## src/rtl/mem_io_responder_pkg.sv

```systemverilog
// Shared encodings for the CPU memory/IO bus and the responder FSM.
// The CPU-side FSM imports the same command and address constants.
package mem_io_responder_pkg;

    typedef enum logic [1:0] {
        CMD_NONE  = 2'b00,
        CMD_READ  = 2'b01,
        CMD_WRITE = 2'b10,
        CMD_RSVD  = 2'b11
    } cmd_t;

    typedef enum logic [1:0] {
        ST_IDLE = 2'b00,
        ST_WAIT = 2'b01,
        ST_RESP = 2'b10
    } state_t;

    localparam logic [8:0] LED_ADDR_DEF = 9'h100;
    localparam logic [8:0] SW_ADDR_DEF  = 9'h140;

endpackage

```

## src/rtl/mem_io_responder_if.sv

```systemverilog
// CPU-to-responder command/response bus.
// The master drives commands; the slave returns data and strobes.
interface mem_io_responder_if;

    logic [1:0]  mem_cmd;
    logic [8:0]  mem_addr;
    logic [15:0] write_data;
    logic [15:0] read_data;
    logic        mem_ready;
    logic        bus_err;

    modport master (
        output mem_cmd,
        output mem_addr,
        output write_data,
        input  read_data,
        input  mem_ready,
        input  bus_err
    );

    modport slave (
        input  mem_cmd,
        input  mem_addr,
        input  write_data,
        output read_data,
        output mem_ready,
        output bus_err
    );

endinterface

```

## src/rtl/mem_io_responder_resp_ram.sv

```systemverilog
// Single-port 16-bit RAM, synchronous write, registered read.
// The read register only loads on reads, so it holds across writes.
module resp_ram #(
    parameter int unsigned WORDS = 256,
    parameter int unsigned AW    = 8
) (
    input  logic          clk,
    input  logic          en,
    input  logic          we,
    input  logic [AW-1:0] addr,
    input  logic [15:0]   wdata,
    output logic [15:0]   rdata
);

    logic [15:0] mem [WORDS];

    always_ff @(posedge clk) begin
        if (en) begin
            if (we) begin
                mem[addr] <= wdata;
            end else begin
                rdata <= mem[addr];
            end
        end
    end

endmodule

```

## src/rtl/mem_io_responder.sv

```systemverilog
// Memory/IO responder: RAM, LED register and switch port behind
// a command bus with a programmable number of wait cycles.
module mem_io_responder
    import mem_io_responder_pkg::*;
#(
    parameter int unsigned WAIT_CYCLES = 1,
    parameter int unsigned RAM_WORDS   = 256,
    parameter logic [8:0]  LED_ADDR    = LED_ADDR_DEF,
    parameter logic [8:0]  SW_ADDR     = SW_ADDR_DEF
) (
    input  logic                clk,
    input  logic                reset_n,
    mem_io_responder_if.slave   bus,
    input  logic [7:0]          sw_in,
    output logic [7:0]          led_out
);

    localparam int unsigned AW = (RAM_WORDS > 1) ? $clog2(RAM_WORDS) : 1;
    localparam logic [3:0] WAIT_INIT = 4'(WAIT_CYCLES);

    state_t state;
    state_t next;

    logic [1:0]    cmd_q;
    logic [8:0]    addr_q;
    logic [15:0]   wdata_q;
    logic [3:0]    cnt;

    logic          accept;
    logic          go_resp;
    logic [1:0]    acc_cmd;
    logic [8:0]    acc_addr;
    logic [15:0]   acc_data;

    logic          is_read;
    logic          is_write;
    logic          sel_ram;
    logic          sel_led;
    logic          sel_sw;
    logic          err;
    logic [AW-1:0] ram_idx;

    logic          ram_en;
    logic [15:0]   ram_q;
    logic [15:0]   data_q;
    logic          src_ram;
    logic          ready_q;
    logic          err_q;

    always_ff @(posedge clk) begin
        if (!reset_n) begin
            state <= ST_IDLE;
        end else begin
            state <= next;
        end
    end

    always_comb begin
        next    = state;
        accept  = 1'b0;
        go_resp = 1'b0;
        unique case (state)
            ST_IDLE: begin
                if (bus.mem_cmd != CMD_NONE) begin
                    accept = 1'b1;
                    if (WAIT_CYCLES == 0) begin
                        next    = ST_RESP;
                        go_resp = 1'b1;
                    end else begin
                        next = ST_WAIT;
                    end
                end
            end
            ST_WAIT: begin
                if (cnt == 4'd1) begin
                    next    = ST_RESP;
                    go_resp = 1'b1;
                end
            end
            ST_RESP: next = ST_IDLE;
            default: next = ST_IDLE;
        endcase
    end

    // With zero wait cycles the access happens on the accept edge,
    // so the live bus is used in IDLE and the latched copy otherwise.
    always_comb begin
        acc_cmd  = (state == ST_IDLE) ? bus.mem_cmd    : cmd_q;
        acc_addr = (state == ST_IDLE) ? bus.mem_addr   : addr_q;
        acc_data = (state == ST_IDLE) ? bus.write_data : wdata_q;
        is_read  = (acc_cmd == CMD_READ);
        is_write = (acc_cmd == CMD_WRITE);
        sel_led  = (is_read || is_write) && (acc_addr == LED_ADDR);
        sel_sw   = is_read && (acc_addr == SW_ADDR) && !sel_led;
        sel_ram  = (is_read || is_write) && !acc_addr[8]
                   && !sel_led && !sel_sw;
        err      = !(sel_led || sel_sw || sel_ram);
        ram_idx  = AW'({1'b0, acc_addr[7:0]} % 9'(RAM_WORDS));
    end

    assign ram_en = reset_n && go_resp && sel_ram;

    resp_ram #(
        .WORDS (RAM_WORDS),
        .AW    (AW)
    ) u_ram (
        .clk   (clk),
        .en    (ram_en),
        .we    (is_write),
        .addr  (ram_idx),
        .wdata (acc_data),
        .rdata (ram_q)
    );

    always_ff @(posedge clk) begin
        if (!reset_n) begin
            cmd_q   <= 2'b00;
            addr_q  <= 9'h000;
            wdata_q <= 16'h0000;
            cnt     <= 4'd0;
            led_out <= 8'h00;
            data_q  <= 16'h0000;
            src_ram <= 1'b0;
            ready_q <= 1'b0;
            err_q   <= 1'b0;
        end else begin
            ready_q <= go_resp;
            err_q   <= go_resp && err;
            if (accept) begin
                cmd_q   <= bus.mem_cmd;
                addr_q  <= bus.mem_addr;
                wdata_q <= bus.write_data;
                cnt     <= WAIT_INIT;
            end else if (state == ST_WAIT) begin
                cnt <= cnt - 4'd1;
            end
            if (go_resp) begin
                unique case (1'b1)
                    err: begin
                        data_q  <= 16'h0000;
                        src_ram <= 1'b0;
                    end
                    sel_ram: begin
                        if (is_read) src_ram <= 1'b1;
                    end
                    sel_led: begin
                        if (is_write) begin
                            led_out <= acc_data[7:0];
                        end else begin
                            data_q  <= {8'h00, led_out};
                            src_ram <= 1'b0;
                        end
                    end
                    sel_sw: begin
                        data_q  <= {8'h00, sw_in};
                        src_ram <= 1'b0;
                    end
                    default: ;
                endcase
            end
        end
    end

    // RAM reads are served straight from the RAM's own read register.
    assign bus.read_data = src_ram ? ram_q : data_q;
    assign bus.mem_ready = ready_q;
    assign bus.bus_err   = err_q;

endmodule

```

## src/flat_wrapper.sv

```systemverilog
// flat-port wrapper written by rule: the top's interface ports become plain ports
module mem_io_responder_flat import mem_io_responder_pkg::*;
#(
    parameter int unsigned WAIT_CYCLES = 1,
    parameter int unsigned RAM_WORDS   = 256,
    parameter logic [8:0]  LED_ADDR    = LED_ADDR_DEF,
    parameter logic [8:0]  SW_ADDR     = SW_ADDR_DEF
)
  (clk, reset_n, sw_in, led_out, bus_mem_cmd, bus_mem_addr, bus_write_data, bus_read_data, bus_mem_ready, bus_bus_err);
  mem_io_responder_if bus_i ();
  input  logic clk;
  input  logic reset_n;
  input  logic [7:0] sw_in;
  output logic [7:0] led_out;
  input wire logic [$bits(bus_i.mem_cmd)-1:0] bus_mem_cmd;
  input wire logic [$bits(bus_i.mem_addr)-1:0] bus_mem_addr;
  input wire logic [$bits(bus_i.write_data)-1:0] bus_write_data;
  output wire logic [$bits(bus_i.read_data)-1:0] bus_read_data;
  output wire logic [$bits(bus_i.mem_ready)-1:0] bus_mem_ready;
  output wire logic [$bits(bus_i.bus_err)-1:0] bus_bus_err;
  assign bus_i.mem_cmd = bus_mem_cmd;
  assign bus_i.mem_addr = bus_mem_addr;
  assign bus_i.write_data = bus_write_data;
  assign bus_read_data = bus_i.read_data;
  assign bus_mem_ready = bus_i.mem_ready;
  assign bus_bus_err = bus_i.bus_err;
  mem_io_responder #(.WAIT_CYCLES(WAIT_CYCLES), .RAM_WORDS(RAM_WORDS), .LED_ADDR(LED_ADDR), .SW_ADDR(SW_ADDR)) u_core (.clk(clk), .reset_n(reset_n), .bus(bus_i), .sw_in(sw_in), .led_out(led_out));
endmodule
```

## config.mk

```make
export PLATFORM = sky130hd
export DESIGN_NAME = mem_io_responder_flat
export DESIGN_NICKNAME = d
export VERILOG_FILES = /design/src/rtl/mem_io_responder_pkg.sv /design/src/rtl/mem_io_responder_if.sv /design/src/rtl/mem_io_responder_resp_ram.sv /design/src/rtl/mem_io_responder.sv /design/src/flat_wrapper.sv
export SDC_FILE = /design/constraint.sdc
export NUM_CORES = 2
export LEC_CHECK = 0
export CORE_UTILIZATION = 50
export DETAILED_ROUTE_END_ITERATION = 12
export GPL_TIMING_DRIVEN = 0
export PLACE_DENSITY = 0.65
export SYNTH_ARGS = -nofsm -noshare
export SYNTH_HDL_FRONTEND = slang
export SYNTH_HIERARCHICAL = 1
export SYNTH_SLANG_ARGS = --single-unit
```

## constraint.sdc

```tcl
create_clock -name clk -period 8.3 [get_ports clk]
set_input_delay 2.49 -clock clk [delete_from_list [all_inputs] [get_ports clk]]
set_output_delay 2.49 -clock clk [all_outputs]
set_load 0.02 [all_outputs]
```

==> run summary <==
Numbers from the implementation run.

By area, the class that comes first in the final layout consists of flip-flops and latches. The worst-path cell with the longest stage delay is o41ai_1. IR analysis of the VDD net gives a maximum drop of about 190 µV. The synthesized netlist devotes under 10% of its cell area to simple gates. The clock buffer and inverter area fraction after layout is 7.131%.

The launch point of the critical path was reported as bus_mem_addr[1]. The insertion delay to the later sink of the worst-skew pair is ~0.95 ns. Per the placement log, port buffering inserted ~62 buffers. The worst hold path cell count is 1.

Across all checked pins, the minimum headroom to the slew limit is -8.384%. The global-route total usage across every layer is between 20% and 30%. In this run, post-CTS hold repair placed 0 buffers.

The synthesis report lists the Yosys warning total as 6. TritonCTS built the clock tree. The detailed router reports a met2 wire length of about 200000 µm.

Data on the critical path is required at its endpoint by slightly below 9 ns. The layout report lists the combined flip-flop and latch area as around 120000 µm². After clock tree synthesis, the clock-pin slew on the worst setup and hold paths is approximately 0.060 ns. The number of antenna violations at the first check in global routing came to 22.

The run finished, with violations left. By instance count after routing, the leading logic cell types are 4112 x edfxtp_1, 1024 x mux4_2, 520 x a22oi_1. The area fraction in mux cells is between 10 and 15%. The filler-free cell count of the finished design is about 12000. Measured on the final layout, buffering overhead outside the clock network stands at approximately 3.6%. Per the final report, max-transition violations number approximately 42. The met1 track demand over resource is 38.58%.

The register with the most flip-flops in the layout has about 4000 of them. The flow reports that sequential cells draw about half of the design power. The power drawn by the sequential cells is approximately 24 mW. Across all stage logs, warnings added up to 29. The final reports fail on max-capacitance violations, max-slew violations.

Signal nets in the final route climb as high as met5. According to the floorplan report, the die height is approximately 560 µm. The met3 demand-to-capacity share in global routing is under 10%. The routed length per placed instance is 36.23 µm. The power attributed to the clock group is between 15 and 20 mW. Looking at the group totals, the largest power group turns out to be sequential cells. Entering global routing, the biggest net connects 93 pins. The layout-stage area growth over the synthesis result is 15.04%. The yosys cell count is between 7000 and 8000. For this run, asynchronously set or reset flops after synthesis account for 0%. The clock period minus final worst setup slack is 8.275 ns. Max-cap violations in this run came to 8. By area the synthesized netlist is led by edfxtp_1 78%, mux4_2 15%, a22oi_1 2.5%, a21oi_1 0.85%, nor2_1 0.68%. Per the repair_timing log after CTS, setup buffers inserted total 0.

The clock network is responsible for 37.9% of the overall power. The post-route met1 wirelength is about 160000 µm. The type recorded for the worst min-delay path is flip-flop to flip-flop.

Buffers inserted during clock tree synthesis total approximately 410.
**Metal 2**

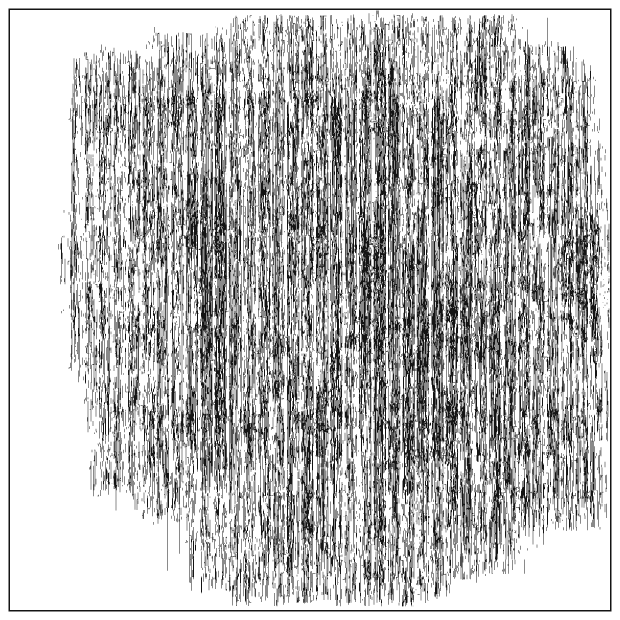
main direction: vertical
nets with wire on the layer: 7173
share of all routed wire: 45%
vias after detailed routing: 80064
total routed wirelength: 442100 µm
routing usage on met2: 41.31%

**Clock wiring as the flow saved it**

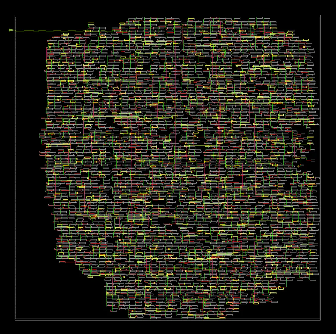
registers: 4164
total of clock buffers placed in the layout: 505
worst clock skew: 0.07994 ns
number of clock sinks: 4164

**Placed cells, one colour a class**

Bar = 200 µm. Fill, decap, tap and diode cells in grey.
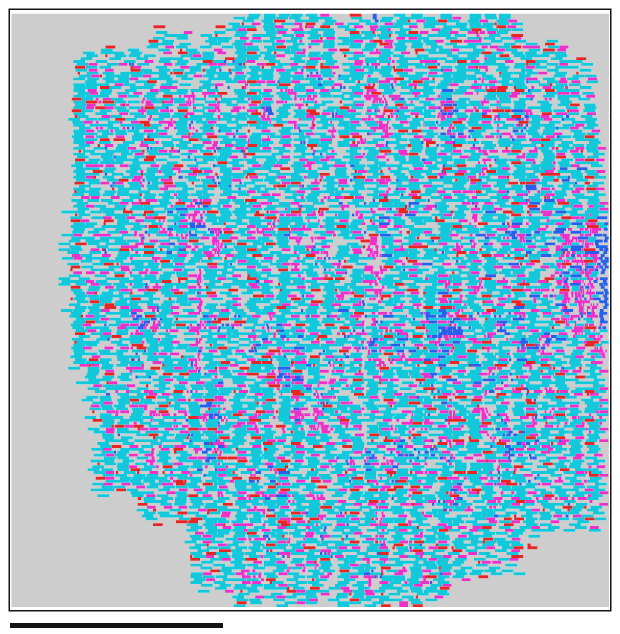
legend:
  flops:
    colour: cyan
    cells: 4164
  clock drivers and dummy loads:
    colour: red
    cells: 751
  all other logic:
    colour: magenta
    cells: 2412
  other buffers and delay cells:
    colour: blue
    cells: 720
number of cell rows: 205
core region area: 312900 µm²
Core Util, Final: 58.03%
final instance area: 181600 µm²

Power is estimated from default activity; no workload was simulated.
